===== src/rtl/mem_readback_streamer.sv =====
// ---------------------------------------------------------------------------
// mem_readback_streamer
//
// Purpose:
//   Reads every word of a block RAM through the RAM's read port, which has a
//   fixed 1-cycle read latency. Each word is sent out on a valid/ready stream,
//   and the word from the final address is marked with m_last. An XOR
//   checksum of the accepted words is also kept, so memory contents can be
//   compared against a reference without dumping the whole memory.
//
// Ports:
//   i_clk        clock shared with the RAM
//   i_reset      asynchronous, active-high reset
//   i_start      begin a sweep (honoured only when idle or done)
//   o_raddr      RAM read address
//   i_rdata      RAM registered read data, valid 1 cycle after o_raddr is sampled
//   o_m_data     stream word (head of the output FIFO)
//   o_m_valid    stream word valid
//   i_m_ready    downstream accept
//   o_m_last     marks the word read from address DEPTH_MEM-1
//   o_busy       high while a sweep is in progress
//   o_done       one-cycle pulse after the last beat is accepted
//   o_checksum   XOR of all accepted words of the current/most recent sweep
// ---------------------------------------------------------------------------
module mem_readback_streamer #(
    parameter int WID_MEM   = 18,
    parameter int DEPTH_MEM = 4096,
    parameter int ADDR_W    = 12
) (
    input  logic               i_clk,
    input  logic               i_reset,
    input  logic               i_start,
    output logic [ADDR_W-1:0]  o_raddr,
    input  logic [WID_MEM-1:0] i_rdata,
    output logic [WID_MEM-1:0] o_m_data,
    output logic               o_m_valid,
    input  logic               i_m_ready,
    output logic               o_m_last,
    output logic               o_busy,
    output logic               o_done,
    output logic [WID_MEM-1:0] o_checksum
);

    // The final address fits in ADDR_W bits even when DEPTH_MEM == 2**ADDR_W,
    // because the counter stops at this value and never wraps.
    localparam logic [ADDR_W-1:0] LAST_ADDR = ADDR_W'(DEPTH_MEM - 1);

    typedef enum logic [1:0] {
        ST_IDLE,
        ST_READ,
        ST_DRAIN,
        ST_DONE
    } state_t;

    state_t             r_state;
    state_t             w_stateNext;

    logic [ADDR_W-1:0]  r_addr;
    logic               r_inflight;
    logic               r_inflightLast;

    logic [WID_MEM-1:0] r_data0;
    logic               r_last0;
    logic [WID_MEM-1:0] r_data1;
    logic               r_last1;
    logic [1:0]         r_count;

    logic [WID_MEM-1:0] r_checksum;
    logic               r_done;

    logic               w_pop;
    logic               w_push;
    logic [2:0]         w_occupancy;
    logic               w_issue;
    logic               w_startAccept;
    logic               w_lastAccept;

    // Words already buffered plus the one in the RAM pipeline, minus the one
    // leaving this cycle. A new read is issued only while this stays below the
    // FIFO depth, so the FIFO cannot overflow.
    assign w_pop       = (r_count != 2'd0) && i_m_ready;
    assign w_push      = r_inflight;
    assign w_occupancy = {1'b0, r_count} + {2'b00, r_inflight} - {2'b00, w_pop};

    // Next-state logic and the per-cycle strobes that drive the datapath.
    always_comb begin
        w_stateNext   = r_state;
        w_issue       = 1'b0;
        w_startAccept = 1'b0;
        w_lastAccept  = w_pop && r_last0;

        case (r_state)
            ST_IDLE, ST_DONE: begin
                if (i_start) begin
                    w_startAccept = 1'b1;
                    w_stateNext   = ST_READ;
                end
            end
            ST_READ: begin
                w_issue = (w_occupancy < 3'd2);
                if (w_issue && (r_addr == LAST_ADDR)) begin
                    w_stateNext = ST_DRAIN;
                end
            end
            ST_DRAIN: begin
                if (w_lastAccept) begin
                    w_stateNext = ST_DONE;
                end
            end
            default: begin
                w_stateNext = ST_IDLE;
            end
        endcase
    end

    // State register.
    always_ff @(posedge i_clk or posedge i_reset) begin
        if (i_reset) begin
            r_state <= ST_IDLE;
        end else begin
            r_state <= w_stateNext;
        end
    end

    // The address counter restarts on an accepted start and stops at the
    // last address. The inflight flag tracks the one-cycle RAM latency and
    // carries the last-word tag along with the read.
    always_ff @(posedge i_clk or posedge i_reset) begin
        if (i_reset) begin
            r_addr         <= '0;
            r_inflight     <= 1'b0;
            r_inflightLast <= 1'b0;
        end else begin
            if (w_startAccept) begin
                r_addr <= '0;
            end else if (w_issue && (r_addr != LAST_ADDR)) begin
                r_addr <= r_addr + 1'b1;
            end
            r_inflight     <= w_issue;
            r_inflightLast <= w_issue && (r_addr == LAST_ADDR);
        end
    end

    // Two-entry first-word-fall-through FIFO. Slot 0 is always the head.
    // When a push and a pop happen together, the queue shifts and the new
    // word goes into the tail slot, so ordering is preserved.
    always_ff @(posedge i_clk or posedge i_reset) begin
        if (i_reset) begin
            r_data0 <= '0;
            r_last0 <= 1'b0;
            r_data1 <= '0;
            r_last1 <= 1'b0;
            r_count <= 2'd0;
        end else if (w_push && !w_pop) begin
            if (r_count == 2'd0) begin
                r_data0 <= i_rdata;
                r_last0 <= r_inflightLast;
            end else begin
                r_data1 <= i_rdata;
                r_last1 <= r_inflightLast;
            end
            r_count <= r_count + 2'd1;
        end else if (!w_push && w_pop) begin
            r_data0 <= r_data1;
            r_last0 <= r_last1;
            r_count <= r_count - 2'd1;
        end else if (w_push && w_pop) begin
            if (r_count == 2'd1) begin
                r_data0 <= i_rdata;
                r_last0 <= r_inflightLast;
            end else begin
                r_data0 <= r_data1;
                r_last0 <= r_last1;
                r_data1 <= i_rdata;
                r_last1 <= r_inflightLast;
            end
        end
    end

    // The checksum restarts with each sweep and folds in every accepted beat.
    // It holds its value after the sweep so it can be read at leisure. The
    // done pulse follows the edge that accepts the tagged last beat.
    always_ff @(posedge i_clk or posedge i_reset) begin
        if (i_reset) begin
            r_checksum <= '0;
            r_done     <= 1'b0;
        end else begin
            if (w_startAccept) begin
                r_checksum <= '0;
            end else if (w_pop) begin
                r_checksum <= r_checksum ^ r_data0;
            end
            r_done <= w_lastAccept;
        end
    end

    assign o_raddr    = r_addr;
    assign o_m_data   = r_data0;
    assign o_m_valid  = (r_count != 2'd0);
    assign o_m_last   = r_last0 && (r_count != 2'd0);
    assign o_busy     = (r_state == ST_READ) || (r_state == ST_DRAIN);
    assign o_done     = r_done;
    assign o_checksum = r_checksum;

endmodule


===== config.mk =====
export PLATFORM = sky130hd
export DESIGN_NAME = mem_readback_streamer
export DESIGN_NICKNAME = d
export VERILOG_FILES = /design/src/rtl/mem_readback_streamer.sv
export SDC_FILE = /design/constraint.sdc
export NUM_CORES = 1
export LEC_CHECK = 0
export CAP_MARGIN = 40
export CORE_MARGIN = 5
export CORE_UTILIZATION = 42
export CTS_CLUSTER_SIZE = 8
export DETAILED_ROUTE_END_ITERATION = 12
export GPL_TIMING_DRIVEN = 0
export PLACE_DENSITY = 0.78
export RECOVER_POWER = 50
export SETUP_SLACK_MARGIN = 0.05
export SYNTH_ARGS = -nofsm -noshare
export SYNTH_HDL_FRONTEND = slang
export SYNTH_SLANG_ARGS = --single-unit

===== constraint.sdc =====
create_clock -name i_clk -period 6.35 [get_ports i_clk]
set_input_delay 1.27 -clock i_clk [delete_from_list [all_inputs] [get_ports i_clk]]
set_output_delay 1.27 -clock i_clk [all_outputs]
set_load 0.05 [all_outputs]

Fig. 1: run 1, pin map
(4 px per µm) Pins as bars across the die edge, other pins in grey.
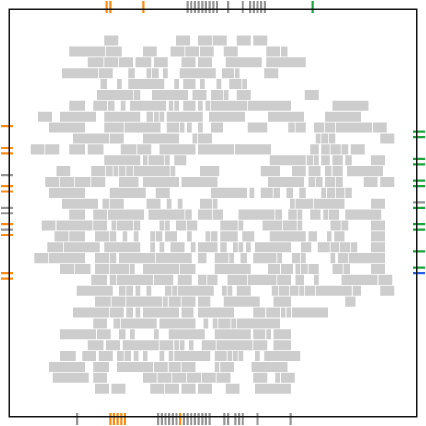
colour	port	pins	direction	edge
blue	`i_start`	1	input	right
green	`o_raddr`	12	output	11 right, 1 top
orange	`i_rdata`	18	input	9 left, 6 bottom, 3 top
all pins by edge	28 bottom, 20 top, 13 left, 13 right
height of the die: 101.5 µm
Die Span X: 101.5 µm

Fig. 2: run 1, signal wires by layer
(4 px per µm) Only two layers are drawn.
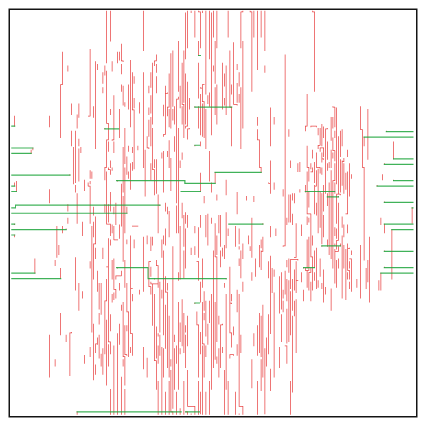
colour	layer	wire length
green	met3	355 µm
red	met2	3890 µm
via count: 2639
total routing resource utilization after global routing: 0.1640
post-DR wirelength/cell: 14.98 µm

Fig. 3: run 1, placement view
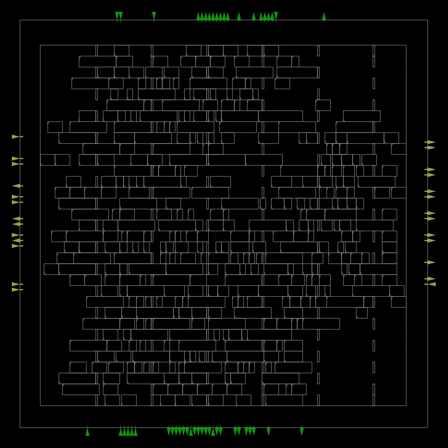
share of the core filled with cells in the final layout: 0.5638
core outline area: 8175 µm²
Site Rows: 33
sequential cell area share: 0.4072
flip-flops: 75

==> PnR_summary.wiki, run 1 <==
=== Physical design figures ===
{| class="wikitable"
! Metric !! Value
|-
| Outcome || complete, but fails checks
|-
| Failing checks || capacitance limit, slew limit
|-
| CTS tree || done
|-
| Max Root-Sink Buffers || 2
|-
| Tightest Pin Transition || 1.533 ns
|-
| Switch Pwr || 0.001089 W
|-
| Final count of negative-setup-slack endpoints || 0
|-
| Global-route wire length before repair || 13270 µm
|-
| Hold path startpoint || r_data1[16]$_DFFE_PP0P_
|-
| Crit path capture type || flip-flop
|-
| Cell at the root of the clock tree || sky130_fd_sc_hd__clkbuf_8
|-
| Cell variety after synth || 44
|-
| Max-cap violation count || 1
|-
| Clock-net power || 0.000396 W
|-
| Slowest stage cell on the critical path || sky130_fd_sc_hd__dlygate4sd3_1
|-
| Worst reg2reg endpoint || o_raddr[9]$_DFFE_PP0P_
|-
| Pin count of the biggest net entering global routing || 50
|-
| Residual DRC count || 0
|-
| FFs w/ async S/R, synth || 1.000
|-
| Number of buffers inserted by hold repair at cts || 0
|-
| TritonCTS Buffers || 9
|-
| Well Taps || 105
|-
| Largest logic family || simple AND/OR/NAND/NOR gates
|-
| Largest area class, layout || sequential cells
|-
| Post-synthesis xor/xnor area fraction || 0.05198
|-
| GPL Wtd Cong || roughly 0.83
|-
| Count of mapped cells out of synthesis || 321
|-
| Global routing met3 resource utilization || 0.04063
|-
| Proportion of total power due to net switching || 0.4481
|-
| Number of optimization iterations in the first detailed-route pass || 4
|-
| Biggest cell delay along the critical path || ~0.63 ns
|-
| Crit Path Max Fanout || 10
|-
| Hold/Removal Path Class || reg2reg
|-
| Cell count after placement || 500
|-
| Crit Path Category || in2reg
|-
| Global routing met1 resource utilization || 0.2072
|-
| Fp_density || 0.4299
|-
| Power consumed by sequential cells || roughly 0.0008 W
|-
| Final tally of max-slew violations || 11
|-
| Hold Crit Endpoint || r_data1[16]$_DFFE_PP0P_
|-
| Final hold slack || 0.5013 ns
|-
| Number of nets produced by synthesis || 350
|-
| Post-synthesis average cell area || roughly 11 µm²
|-
| Crit-path leading delay family || simple AND/OR/NAND/NOR gates
|-
| Num ports || between 70 and 80
|-
| Capturing instance or port of the critical path || o_raddr[9]$_DFFE_PP0P_
|-
| Total length of routed wires || 7732 µm
|-
| Count of buffers inserted at the top-level ports || 73
|-
| Worst R2R Start || r_count[1]$_DFFE_PP0P_
|-
| Upper clock frequency limit || 244.8 MHz
|-
| Mux share || 0.1207
|-
| Primary flip-flop cell chosen by synthesis mapping || sky130_fd_sc_hd__dfrtp_1
|-
| Most instantiated logic cell after routing || sky130_fd_sc_hd__dfrtp_1
|-
| Number of global-route vias before repair || 2676
|-
| Biggest area consumer among synthesized cells || sky130_fd_sc_hd__dfrtp_1
|-
| Crit path setup slack, layout || 2.265 ns
|-
| Overall Power || 0.002430 W
|-
| Tool warnings || 29
|-
| Biggest area cells || sky130_fd_sc_hd__dfrtp_1, sky130_fd_sc_hd__mux2_2, sky130_fd_sc_hd__mux2i_1
|-
| Total of flip-flops plus latches after synthesis || ~75
|-
| WL met2 || 3893 µm
|-
| Ys cells || about 320
|-
| Critical Path RT || between 6 and 7 ns
|-
| Most frequently placed logic cells in the final layout || sky130_fd_sc_hd__dfrtp_1, sky130_fd_sc_hd__clkdlybuf4s50_1, sky130_fd_sc_hd__nand2_1, sky130_fd_sc_hd__o21ai_0, sky130_fd_sc_hd__nor2_1
|-
| Setup TNS || 0 ns
|-
| Layout Cells excl Fill || 516
|-
| Comb power || 0.00124 W
|-
| Cell Int Power || between 0.001 and 0.0015 W
|-
| Hold path depth || 1
|}
==> run 2, diff against run 1 <==
==> constraint.sdc (replaced) <==
create_clock -name i_clk -period 3.8 [get_ports i_clk]
set_input_delay 0.76 -clock i_clk [delete_from_list [all_inputs] [get_ports i_clk]]
set_output_delay 0.76 -clock i_clk [all_outputs]
set_load 0.05 [all_outputs]
Fig. 4: run 2, pin map
(4 px per µm) Pins as bars across the die edge, other pins in grey.
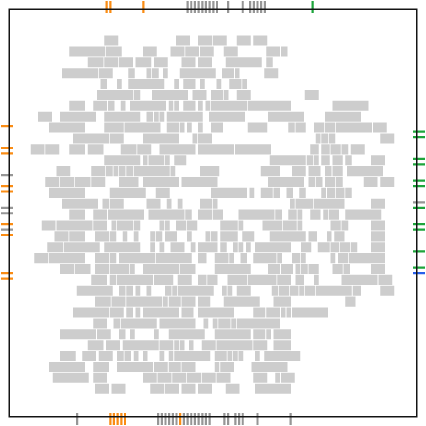
colour	port	pins	direction	edge
green	`o_raddr`	12	output	11 right, 1 top
blue	`i_start`	1	input	right
orange	`i_rdata`	18	input	9 left, 6 bottom, 3 top
all pins by edge	28 bottom, 20 top, 13 left, 13 right
count of buffers inserted at the top-level ports: 73

Fig. 5: run 2, nets reached from selected ports
(3 px per µm)
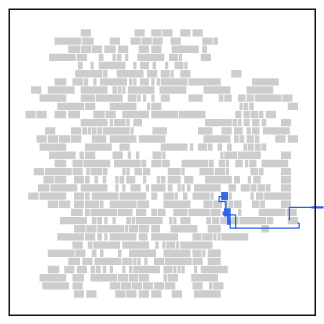
colour	port	bits	direction	end cells	buffers	wire
blue	`i_start`	1	input	3	1	60.0 µm
num ports: 74

==> PnR_summary.wiki, run 2 <==
=== Physical design figures ===
{| class="wikitable"
! Metric !! Value
|-
| Hold/Removal Path Class || reg2reg (unchanged)
|-
| Post-synthesis xor/xnor area fraction || 0.05198 (unchanged)
|-
| Worst reg2reg endpoint || o_raddr[9]$_DFFE_PP0P_ (unchanged)
|-
| Count of mapped cells out of synthesis || 321 (unchanged)
|-
| Setup TNS || 0 ns (unchanged)
|-
| Global routing met1 resource utilization || 0.2072 (unchanged)
|-
| Overall Power || 0.004055 W (was 0.002430 W)
|-
| FFs w/ async S/R, synth || 1.000 (unchanged)
|-
| Upper clock frequency limit || 284.8 MHz
|-
| Mux share || 0.1207 (unchanged)
|-
| Final count of negative-setup-slack endpoints || 0 (unchanged)
|-
| Slowest stage cell on the critical path || sky130_fd_sc_hd__clkdlybuf4s50_1 (was sky130_fd_sc_hd__dlygate4sd3_1)
|-
| Comb power || 0.00208 W (was 0.00124 W)
|-
| Switch Pwr || 0.001817 W (was 0.001089 W)
|-
| WL met2 || 3889 µm (was 3893 µm)
|-
| Fp_density || 0.4299 (unchanged)
|-
| Hold path depth || 1 (unchanged)
|-
| Final hold slack || 0.5012 ns (was 0.5013 ns)
|-
| Well Taps || 105 (unchanged)
|-
| Failing checks || capacitance limit, slew limit (unchanged)
|-
| Crit path capture type || flip-flop (unchanged)
|-
| Sequential cell area share || 0.4092 (was 0.4072)
|-
| Share of the core filled with cells in the final layout || 0.5611 (was 0.5638)
|-
| Proportion of total power due to net switching || 0.4481 (about the same)
|-
| Cell at the root of the clock tree || sky130_fd_sc_hd__clkbuf_8 (unchanged)
|-
| Crit Path Max Fanout || 10 (unchanged)
|-
| Crit-path leading delay family || buffers and inverters (was simple AND/OR/NAND/NOR gates)
|-
| Biggest area cells || sky130_fd_sc_hd__dfrtp_1, sky130_fd_sc_hd__mux2_2, sky130_fd_sc_hd__mux2i_1 (unchanged)
|-
| Ys cells || 321 (unchanged)
|-
| Tightest Pin Transition || 1.548 ns (was 1.533 ns)
|-
| Via count || 2655 (was 2639)
|-
| Worst R2R Start || r_count[1]$_DFFE_PP0P_ (unchanged)
|-
| Primary flip-flop cell chosen by synthesis mapping || sky130_fd_sc_hd__dfrtp_1 (unchanged)
|-
| Post-DR wirelength/cell || 15.03 µm (was 14.98 µm)
|-
| Final tally of max-slew violations || 11 (unchanged)
|-
| GPL Wtd Cong || 0.8290 (unchanged)
|-
| Crit path setup slack, layout || 0.2890 ns (was 2.265 ns)
|-
| Critical Path RT || 4.06 ns (was 6.61 ns)
|-
| Number of global-route vias before repair || 2676 (unchanged)
|-
| Hold Crit Endpoint || r_data1[16]$_DFFE_PP0P_ (unchanged)
|-
| Cell count after placement || 500 (unchanged)
|-
| CTS tree || done (unchanged)
|-
| Flip-flops || 75 (unchanged)
|-
| Outcome || complete, but fails checks (unchanged)
|-
| Most instantiated logic cell after routing || sky130_fd_sc_hd__dfrtp_1 (unchanged)
|-
| Biggest cell delay along the critical path || 0.59 ns (was 0.63 ns)
|-
| Max-cap violation count || 1 (unchanged)
|-
| Global routing met3 resource utilization || 0.04063 (unchanged)
|-
| Pin count of the biggest net entering global routing || 50 (unchanged)
|-
| Global-route wire length before repair || 13270 µm (unchanged)
|-
| Power consumed by sequential cells || 0.00132 W (was 0.000790 W)
|-
| Cell Int Power || 0.002238 W (was 0.001341 W)
|-
| Die Span X || 101.5 µm (unchanged)
|-
| Number of buffers inserted by hold repair at cts || 0 (unchanged)
|-
| Total of flip-flops plus latches after synthesis || 75 (unchanged)
|-
| Site Rows || 33 (unchanged)
|-
| Capturing instance or port of the critical path || o_raddr[9]$_DFFE_PP0P_ (unchanged)
|-
| Height of the die || 101.5 µm (unchanged)
|-
| Total length of routed wires || 7753 µm (was 7732 µm)
|-
| Biggest area consumer among synthesized cells || sky130_fd_sc_hd__dfrtp_1 (unchanged)
|-
| Largest area class, layout || sequential cells (unchanged)
|-
| Core outline area || 8175 µm² (unchanged)
|-
| Post-synthesis average cell area || 10.95 µm² (unchanged)
|}
Power and IR drop assume default switching activity.
